### config.mk
export PLATFORM = sky130hd
export DESIGN_NAME = fifo_rd_serializer
export DESIGN_NICKNAME = d
export VERILOG_FILES = /design/src/rtl/fifo_rd_serializer.sv
export SDC_FILE = /design/constraint.sdc
export NUM_CORES = 1
export LEC_CHECK = 0
export CORE_ASPECT_RATIO = 0.6
export CORE_UTILIZATION = 50
export CTS_CLUSTER_DIAMETER = 80
export DETAILED_ROUTE_END_ITERATION = 6
export PLACE_DENSITY = 0.82
export SYNTH_ARGS = -nofsm -noshare
export SYNTH_HDL_FRONTEND = slang
export SYNTH_SLANG_ARGS = --single-unit
### constraint.sdc
create_clock -name i_rd_clk -period 4 [get_ports i_rd_clk]
set_clock_uncertainty 0.15 [all_clocks]
set_input_delay 0.8 -clock i_rd_clk [delete_from_list [all_inputs] [get_ports i_rd_clk]]
set_output_delay 0.8 -clock i_rd_clk [all_outputs]
set_load 0.005 [all_outputs]
### src/rtl/fifo_rd_serializer.sv
// fifo_rd_serializer: drains the read side of the async FIFO and sends each word as a serial frame
// (start bit, data LSB first, optional parity, then stop bit(s)).
module fifo_rd_serializer #(
  parameter int DATA_SIZE    = 8,
  parameter int CLKS_PER_BIT = 16,
  parameter int PARITY_EN    = 0,
  parameter int PARITY_ODD   = 0,
  parameter int STOP_BITS    = 1
) (
  input  logic                 i_rd_clk,
  input  logic                 i_rd_rst_n,
  input  logic                 i_enable,
  input  logic                 i_empty,
  input  logic [DATA_SIZE-1:0] i_rd_data,
  output logic                 o_rd_en,
  output logic                 o_tx,
  output logic                 o_busy,
  output logic                 o_tx_done
);
  localparam int BW = $clog2(CLKS_PER_BIT);
  localparam int CW = $clog2(DATA_SIZE + 1);
  localparam logic [BW-1:0] BAUD_LAST = BW'(CLKS_PER_BIT - 1);
  localparam logic [CW-1:0] DATA_LAST = CW'(DATA_SIZE - 1);
  localparam logic [CW-1:0] STOP_LAST = CW'(STOP_BITS - 1);
  typedef enum logic [2:0] {IDLE, POP, WAIT, START, DATA, PARITY, STOP} state_t;
  state_t state;
  logic [BW-1:0] baud;
  logic [CW-1:0] bits;
  logic [DATA_SIZE-1:0] shift, shift_nxt;
  logic parity, bit_end, go;
  assign shift_nxt = shift >> 1;
  assign bit_end = baud == BAUD_LAST;
  assign go = i_enable && !i_empty;
  // o_tx is loaded one cycle ahead of each state change so the line is registered yet aligned to the state
  always_ff @(posedge i_rd_clk or negedge i_rd_rst_n) begin
    if (!i_rd_rst_n) begin
      state     <= IDLE;
      baud      <= '0;
      bits      <= '0;
      shift     <= '0;
      parity    <= 1'b0;
      o_tx      <= 1'b1;
      o_rd_en   <= 1'b0;
      o_busy    <= 1'b0;
      o_tx_done <= 1'b0;
    end else begin
      o_rd_en   <= 1'b0;
      o_tx_done <= 1'b0;
      baud      <= (state inside {START, DATA, PARITY, STOP} && !bit_end) ? baud + 1'b1 : '0;
      case (state)
        IDLE: begin
          o_tx <= 1'b1;
          if (go) begin
            state   <= POP;
            o_rd_en <= 1'b1;
            o_busy  <= 1'b1;
          end
        end
        POP: state <= WAIT;
        WAIT: begin
          shift  <= i_rd_data;
          parity <= (^i_rd_data) ^ (PARITY_ODD != 0);
          o_tx   <= 1'b0;
          state  <= START;
        end
        START: if (bit_end) begin
          state <= DATA;
          o_tx  <= shift[0];
        end
        DATA: if (bit_end) begin
          shift <= shift_nxt;
          if (bits == DATA_LAST) begin
            bits  <= '0;
            state <= PARITY_EN != 0 ? PARITY : STOP;
            o_tx  <= PARITY_EN != 0 ? parity : 1'b1;
          end else begin
            bits <= bits + 1'b1;
            o_tx <= shift_nxt[0];
          end
        end
        PARITY: if (bit_end) begin
          state <= STOP;
          o_tx  <= 1'b1;
        end
        STOP: if (bit_end) begin
          if (bits == STOP_LAST) begin
            bits      <= '0;
            o_tx_done <= 1'b1;
            state     <= go ? POP : IDLE;
            o_rd_en   <= go;
            o_busy    <= go;
          end else begin
            bits <= bits + 1'b1;
          end
        end
        default: state <= IDLE;
      endcase
    end
  end
endmodule
==> images/layer_met3.png <==
Drawn at 8 px/um. Cells faint in the background.
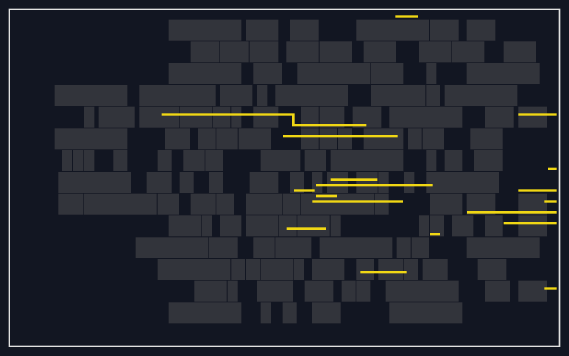
wire length on this layer: 119 um
share of all routed wire: 4.7%
M3 GR Usage: 6.04%
Via Count: 984
Total Wirelength: 2550 um

==> images/sizes.png <==
Drawn at 6 px/um.
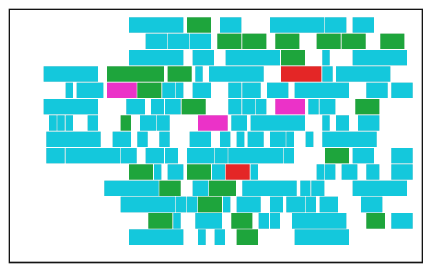
| color | size | cells | share |
|---|---|---|---|
| green | _2 cells | 24 | 18% |
| cyan | _0 and _1 cells | 107 | 79% |
| red | _3 and _4 cells | 2 | 1.5% |
| magenta | _6 and larger | 3 | 2.2% |
number of non-clock buffers: 15
Final WS setup: 1.73 ns
Layout area overhead: 14.7%
Final Instance Area: 1530 um^2

==> images/clocks.png <==
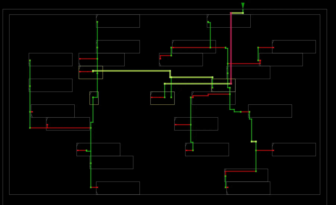
CTS Sinks: 23
Latency at later pin: 0.27 ns
num sequential: 23

==> job_summary.md <==
### Yosys + OpenROAD results

| Metric | Value |
|---|---|
| Synth logic family | `simple AND/OR/NAND/NOR gates` |
| Most frequent logic cell in the layout | `dfrtp_1` |
| Crit Path Category | `register to register` |
| CTS Root Cell | `clkbuf_8` |
| Syn Area/Cell | `between 10 and 15 um^2` |
| Slowest CP cell | `dfrtp_1` |
| Worst path cell trace | `nor3b_4, a22o_1, mux2_2` |
| Fin cells | `between 150 and 200` |
| Top reg by flops | `shift` |
| Commonest flop | `dfrtp_1` |
| Slew @ Worst Pin | `around 1.0 ns` |
| Synth top cell by count | `dfrtp_1` |
| Most Crowded Layer GR | `met2` |
| Yosys chip area | `~1300 um^2` |
| OpenROAD warnings | `27` |
| Total gr overflow | `0` |
| P_seq | `between 0.2 and 0.25 mW` |
| Pwr dens | `around 260 nW/um^2` |
| Die width | `between 60 and 70 um` |
| FFs w/ async S/R, synth | `100%` |
| Worst min path class | `register to register` |
| Gpl congestion | `just over 0.8` |
| Reg clk slew, reported paths | `0.08 ns` |
| Switching share of power | `20.4%` |
| WHS Endpoint | `baud[0]` |
| Top flop regs | `shift: 8 flops, baud: 4 flops, bits: 4 flops` |
| Synth Warn # | `0` |
| Fin nets | `~150` |
| CP delay by family, top | `flip-flops` |
| Sequential Power Share | `between 50% and 60%` |
| Outcome | `completed` |
| Number of enable flip-flop cells | `0` |
| Max H-tree Level | `1` |
| Reg-to-Reg End | `shift[0]` |
| Placed Cells | `around 160` |
| P_sw | `between 0.08 and 0.09 mW` |
| Worst setup endpoint | `shift[0]` |
| Fp_density | `between 50% and 60%` |
| Setup TNS | `0 ns` |
| Critical Path Max Stage Delay | `0.64 ns` |
| Cell area leaders | `dfrtp_1 (41%), mux2_2 (14%), ha_1 (2.8%), inv_1 (2.3%), dfstp_2 (2.0%)` |
| Pint | `0.321 mW` |
-- stage by stage --
stage / area, um^2 / hold slack, ns / setup slack, ns / util (%)
global route: 1530 / 0.347 / 1.61 / 60.9
global placement: 1480 / 0.296 / 1.62 / 59.0
detailed placement: 1480 / 0.313 / 1.54 / 59.0
finish: 1530 / 0.324 / 1.73 / 60.9
floorplan: 1330 / 0.283 / 2.12 / -
CTS: 1530 / 0.323 / 1.73 / 60.9
-- area by class of cell --
type	instances	area share [%]
Sequential cell	23	37.8
Multi-Input combinational cell	86	44.7
Clock buffer	3	2.71
Inverter	8	1.97
Timing Repair Buffer	15	9.84
Clock inverter	1	0.328
Tap cell	32	2.63
Power is estimated from default activity; no workload was simulated.
